==> config.mk <==
export PLATFORM = sky130hd
export DESIGN_NAME = jcnt_monitor_flat
export DESIGN_NICKNAME = d
export VERILOG_FILES = /design/src/rtl/jcnt_pkg.sv /design/src/rtl/jcnt_monitor_if.sv /design/src/rtl/jcnt_code_decode.sv /design/src/rtl/jcnt_monitor.sv /design/src/flat_wrapper.sv
export SDC_FILE = /design/constraint.sdc
export NUM_CORES = 1
export LEC_CHECK = 0
export ABC_AREA = 1
export CAP_MARGIN = 20
export CORE_MARGIN = 2
export CORE_UTILIZATION = 40
export DETAILED_ROUTE_END_ITERATION = 8
export GPL_TIMING_DRIVEN = 0
export PLACE_DENSITY = 0.74
export SETUP_SLACK_MARGIN = 0.5
export SYNTH_ARGS = -nofsm -noshare
export SYNTH_HDL_FRONTEND = slang
export SYNTH_SLANG_ARGS = --single-unit
==> constraint.sdc <==
create_clock -name clk -period 1.7 [get_ports clk]
set_clock_uncertainty 0.05 [all_clocks]
set_input_delay 0.34 -clock clk [delete_from_list [all_inputs] [get_ports clk]]
set_output_delay 0.34 -clock clk [all_outputs]
set_load 0.01 [all_outputs]
==> src/rtl/jcnt_pkg.sv <==
// Shared definitions for Johnson-code monitors and benches: state encoding,
// index width helper and the Johnson position successor.
package jcnt_pkg;

  typedef enum logic [1:0] {
    ST_UNLOCKED = 2'd0,
    ST_ACQ      = 2'd1,
    ST_LOCKED   = 2'd2
  } state_e;

  function automatic int idx_width(input int n);
    return $clog2(2 * n);
  endfunction

  // Position that legally follows idx in a 2n-state Johnson sequence.
  function automatic int jc_succ(input int idx, input int n);
    return (idx == 2 * n - 1) ? 0 : idx + 1;
  endfunction

endpackage

==> src/rtl/jcnt_monitor_if.sv <==
// Sample/status bundle between a Johnson-code source and jcnt_monitor.
// valid/ready is not used: the source qualifies q with en, and the monitor
// accepts every en=1 sample unconditionally (no backpressure).
interface jcnt_monitor_if
  import jcnt_pkg::*;
#(
  parameter int N    = 8,
  parameter int ERRW = 8,
  parameter int REVW = 8
);
  localparam int IDXW = idx_width(N);

  logic            en;
  logic [N-1:0]    q;
  logic [IDXW-1:0] idx;
  logic            valid;
  logic            locked;
  logic            illegal;
  logic            seq_err;
  logic            wrap;
  logic [ERRW-1:0] err_cnt;
  logic [REVW-1:0] rev_cnt;
  state_e          state;

  modport master (
    output en, q,
    input  idx, valid, locked, illegal, seq_err, wrap, err_cnt, rev_cnt, state
  );

  modport slave (
    input  en, q,
    output idx, valid, locked, illegal, seq_err, wrap, err_cnt, rev_cnt, state
  );
endinterface

==> src/rtl/jcnt_code_decode.sv <==
// Combinational Johnson-code decoder: flags legal codes and returns their
// position 0..2N-1 (k low ones -> k, all-ones with k low zeros -> N+k).
module jcnt_code_decode
  import jcnt_pkg::*;
#(
  parameter int N    = 8,
  parameter int IDXW = idx_width(N)
) (
  input  logic [N-1:0]    q_i,
  output logic            legal_o,
  output logic [IDXW-1:0] idx_o
);

  function automatic logic [N-1:0] low_ones(input int k);
    logic [N-1:0] r;
    for (int i = 0; i < N; i++) begin
      r[i] = (i < k);
    end
    return r;
  endfunction

  always_comb begin
    legal_o = 1'b0;
    idx_o   = '0;
    for (int k = 0; k < N; k++) begin
      if (q_i == low_ones(k)) begin
        legal_o = 1'b1;
        idx_o   = IDXW'(k);
      end
      if (q_i == ~low_ones(k)) begin
        legal_o = 1'b1;
        idx_o   = IDXW'(N + k);
      end
    end
  end

endmodule

==> src/rtl/jcnt_monitor.sv <==
// Johnson-code bus checker: decodes each sampled code, tracks lock via a
// good-step counter, and reports illegal/sequence errors, wraps and counts.
module jcnt_monitor
  import jcnt_pkg::*;
#(
  parameter int N      = 8,
  parameter int LOCK_N = 4,
  parameter int ERRW   = 8,
  parameter int REVW   = 8
) (
  input  logic          clk,
  input  logic          rst,
  jcnt_monitor_if.slave bus
);

  localparam int IDXW = idx_width(N);
  localparam int GW   = $clog2(LOCK_N + 1);
  localparam int LAST = 2 * N - 1;

  logic            dec_legal;
  logic [IDXW-1:0] dec_idx;
  logic            is_succ;

  state_e          state_q,   state_d;
  logic [IDXW-1:0] idx_q,     idx_d;
  logic            valid_q,   valid_d;
  logic [GW-1:0]   good_q,    good_d;
  logic            illegal_q, illegal_d;
  logic            seq_err_q, seq_err_d;
  logic            wrap_q,    wrap_d;
  logic [ERRW-1:0] err_q,     err_d;
  logic [REVW-1:0] rev_q,     rev_d;
  logic            err_inc;

  jcnt_code_decode #(.N(N), .IDXW(IDXW)) u_dec (
    .q_i     (bus.q),
    .legal_o (dec_legal),
    .idx_o   (dec_idx)
  );

  assign is_succ = (dec_idx == IDXW'(jc_succ(int'(idx_q), N)));

  always_comb begin
    state_d   = state_q;
    idx_d     = idx_q;
    valid_d   = valid_q;
    good_d    = good_q;
    illegal_d = 1'b0;
    seq_err_d = 1'b0;
    wrap_d    = 1'b0;
    err_inc   = 1'b0;
    if (bus.en) begin
      case (state_q)
        ST_UNLOCKED: begin
          // Errors while unlocked are expected noise and are not counted.
          if (dec_legal) begin
            state_d = ST_ACQ;
            idx_d   = dec_idx;
            valid_d = 1'b1;
            good_d  = '0;
          end else begin
            illegal_d = 1'b1;
          end
        end
        ST_ACQ, ST_LOCKED: begin
          if (!dec_legal) begin
            state_d   = ST_UNLOCKED;
            valid_d   = 1'b0;
            illegal_d = 1'b1;
            err_inc   = 1'b1;
          end else if (!is_succ) begin
            state_d   = ST_ACQ;
            idx_d     = dec_idx;
            good_d    = '0;
            seq_err_d = 1'b1;
            err_inc   = 1'b1;
          end else begin
            idx_d = dec_idx;
            if (state_q == ST_LOCKED) begin
              wrap_d = (idx_q == IDXW'(LAST));
            end else if (good_q == GW'(LOCK_N - 1)) begin
              state_d = ST_LOCKED;
              good_d  = '0;
            end else begin
              good_d = good_q + GW'(1);
            end
          end
        end
        default: begin
          state_d = ST_UNLOCKED;
          valid_d = 1'b0;
          good_d  = '0;
        end
      endcase
    end
    err_d = (err_inc && (err_q != {ERRW{1'b1}})) ? err_q + ERRW'(1) : err_q;
    rev_d = wrap_d ? rev_q + REVW'(1) : rev_q;
  end

  always_ff @(posedge clk) begin
    if (rst) begin
      state_q   <= ST_UNLOCKED;
      idx_q     <= '0;
      valid_q   <= 1'b0;
      good_q    <= '0;
      illegal_q <= 1'b0;
      seq_err_q <= 1'b0;
      wrap_q    <= 1'b0;
      err_q     <= '0;
      rev_q     <= '0;
    end else begin
      state_q   <= state_d;
      idx_q     <= idx_d;
      valid_q   <= valid_d;
      good_q    <= good_d;
      illegal_q <= illegal_d;
      seq_err_q <= seq_err_d;
      wrap_q    <= wrap_d;
      err_q     <= err_d;
      rev_q     <= rev_d;
    end
  end

  assign bus.idx     = idx_q;
  assign bus.valid   = valid_q;
  assign bus.locked  = (state_q == ST_LOCKED);
  assign bus.illegal = illegal_q;
  assign bus.seq_err = seq_err_q;
  assign bus.wrap    = wrap_q;
  assign bus.err_cnt = err_q;
  assign bus.rev_cnt = rev_q;
  assign bus.state   = state_q;

endmodule
==> src/flat_wrapper.sv <==
// flat-port wrapper written by rule: the top's interface ports become plain ports
module jcnt_monitor_flat import jcnt_pkg::*;
#(
  parameter int N      = 8,
  parameter int LOCK_N = 4,
  parameter int ERRW   = 8,
  parameter int REVW   = 8
)
  (clk, rst, bus_en, bus_q, bus_idx, bus_valid, bus_locked, bus_illegal, bus_seq_err, bus_wrap, bus_err_cnt, bus_rev_cnt, bus_state);
  jcnt_monitor_if #(.N(N), .ERRW(ERRW), .REVW(REVW)) bus_i ();
  input  logic clk;
  input  logic rst;
  input wire logic [$bits(bus_i.en)-1:0] bus_en;
  input wire logic [$bits(bus_i.q)-1:0] bus_q;
  output wire logic [$bits(bus_i.idx)-1:0] bus_idx;
  output wire logic [$bits(bus_i.valid)-1:0] bus_valid;
  output wire logic [$bits(bus_i.locked)-1:0] bus_locked;
  output wire logic [$bits(bus_i.illegal)-1:0] bus_illegal;
  output wire logic [$bits(bus_i.seq_err)-1:0] bus_seq_err;
  output wire logic [$bits(bus_i.wrap)-1:0] bus_wrap;
  output wire logic [$bits(bus_i.err_cnt)-1:0] bus_err_cnt;
  output wire logic [$bits(bus_i.rev_cnt)-1:0] bus_rev_cnt;
  output wire logic [$bits(bus_i.state)-1:0] bus_state;
  assign bus_i.en = bus_en;
  assign bus_i.q = bus_q;
  assign bus_idx = bus_i.idx;
  assign bus_valid = bus_i.valid;
  assign bus_locked = bus_i.locked;
  assign bus_illegal = bus_i.illegal;
  assign bus_seq_err = bus_i.seq_err;
  assign bus_wrap = bus_i.wrap;
  assign bus_err_cnt = bus_i.err_cnt;
  assign bus_rev_cnt = bus_i.rev_cnt;
  assign bus_state = bus_i.state;
  jcnt_monitor #(.N(N), .LOCK_N(LOCK_N), .ERRW(ERRW), .REVW(REVW)) u_core (.clk(clk), .rst(rst), .bus(bus_i));
endmodule
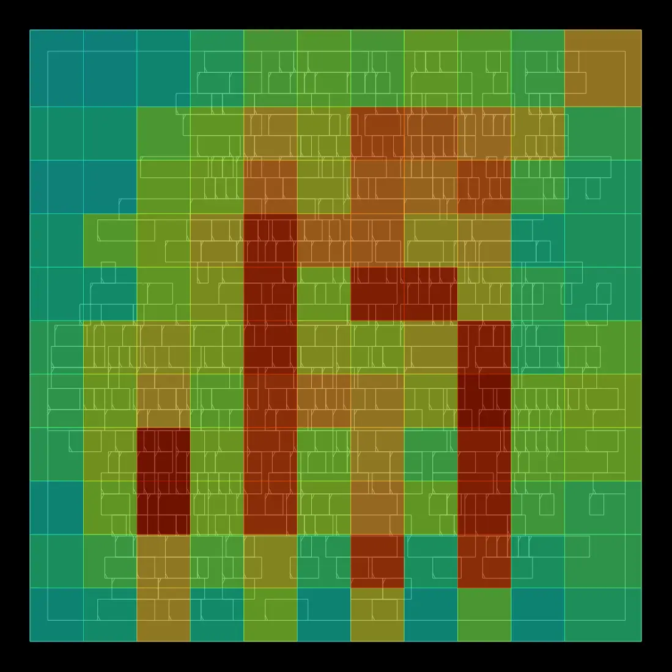
Fig. 1. Routing congestion map.
grt met3 use: 3.98%
layer with the highest usage: met2
M1 GR Usage: 23.9%

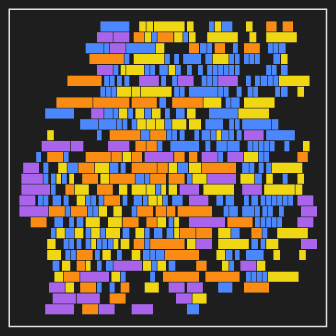
Fig. 2. Cell sizes after repair.
Scale: 4 px per micron.
Key: _6 and larger = purple [cells 42, most used buf_6]; _3 and _4 cells = orange [cells 62, most used buf_4]; _2 cells = yellow [cells 104, most used nand2_2]; _0 and _1 cells = blue [cells 225, most used nand2_1]
Area Growth Syn to Fin: 56.1%
setup ws final: -206 ps
Finished Cell Area: 3500 sq um
Non-clk bufs: 65

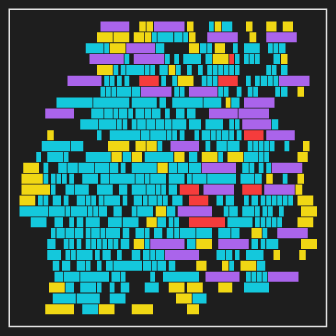
Fig. 3. Placed cells, one color a class.
Scale: 4 px per micron.
Key: sequential cells = purple [cells 29, share of their area 18%]; clock drivers and dummy loads = red [cells 8, share of their area 3.3%]; combinational and other logic = cyan [cells 331, share of their area 62%]; remaining buffers and delay cells = yellow [cells 65, share of their area 17%]
Layout Utilization: 64.0%
area of the core: 5470 sq um

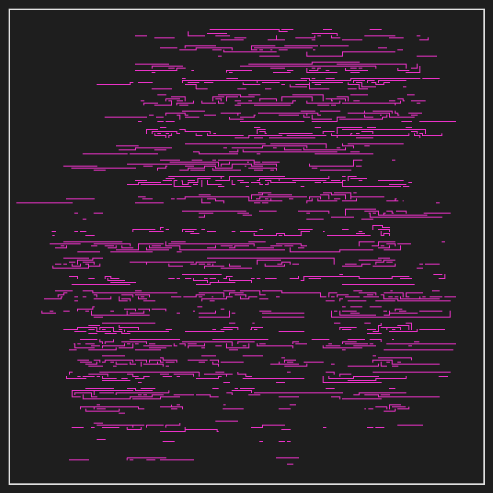
Fig. 4. Met1 routing.
Scale: 6 px per micron.
The wires run mostly horizontal. The longest straight run is 22.5 microns. The layer carries 2,630 microns of wire.
DRT Wirelength: 6200 microns
DR vias: 2,494

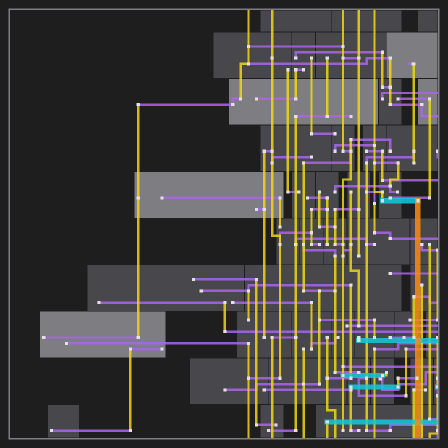
Fig. 5. Layout detail.
Region (7, 47) to (32, 72) microns. Cells in gray, sequential cells in the stronger gray; small squares are vias.
Key: metal 3 = cyan; metal 2 = yellow; metal 4 = orange; metal 1 = purple
Most frequent: nand2_1 (7), inv_1 (6). Sequential cells in the window: 3. Netlist names of flops here include u_core.bus.state (2), u_core.bus.illegal (1). 35 logic cells have their middle in the window.

==> reports/qor.txt <==
Sequential Power Share = 37.0%
# clk buffers = 8
DRC = 0
RR Startpoint = u_core.bus.idx[0]$_SDFFE_PP0P_
Crit end category = register
Max Buffers Root-to-Sink = 2
Logic area = 1840 sq um
TritonCTS clock tree = yes
Post-layout period usage = 112%
Combinational Power Share = 29.0%
Die Size = 6230 sq um
Crit-path max FO = 5
Clock sinks = 29
Outcome = finished, violations left
Late-Pin Clk Latency = 280 ps
Slowest CP cell = dfxtp_4
RSZ-0062 raised after global routing = true
Multi-input gates = 271
Sequential power = 737 uW
Setup ws final = -206 ps
H-tree depth = 2
Arrival @ worst endpoint = 2030 ps
Final ANT Viol Nets = 0
Clk pwr share = 34.1%
Post-synth top flop = dfxtp_1
Vias in the first global route = 2,339
Global route total overflow = 0
Hold Vio Cnt, Final = 0
Xor/xnor share = 0.780%
Failing checks = negative setup slack
Pint = 1370 uW
Dpl hpwl = 4170 microns
CP Launch Type = register
Pre-Repair DR Iteration Count = 4
Setup Viol. Count Final = 22
-- synth_stat cells (7+ instances only) --
master    n  area (sq um)
inv_2     7          26.3
nand4_1  14          87.6
ha_1      9           113
inv_1    52           195
nor2_2    7          43.8
dfxtp_1  29           581
nand2_1  85           319
a21oi_1   9          45.0
nand3_1  22           110
nand2_2  14          87.6
o21ai_0   7          35.0
nor2_1   67           251
-- metal layers --
| layer | share of wire [%] | global-route usage (%) |
|---|---|---|
| met5 | 0 | 0 |
| met4 | 2.2 | 7.93 |
| met3 | 3.3 | 3.98 |
| met2 | 52 | 35.8 |
| met1 | 42 | 23.9 |
-- per-stage QoR --
step	hold slack (ps)	setup slack, ps
3_5_place_dp	441	-1170
3_3_place_gp	437	-1110
6_report	431	-206
2_1_floorplan	422	-88.2
5_1_grt	458	-306
4_1_cts	423	-98.8
Power and IR drop assume default switching activity.
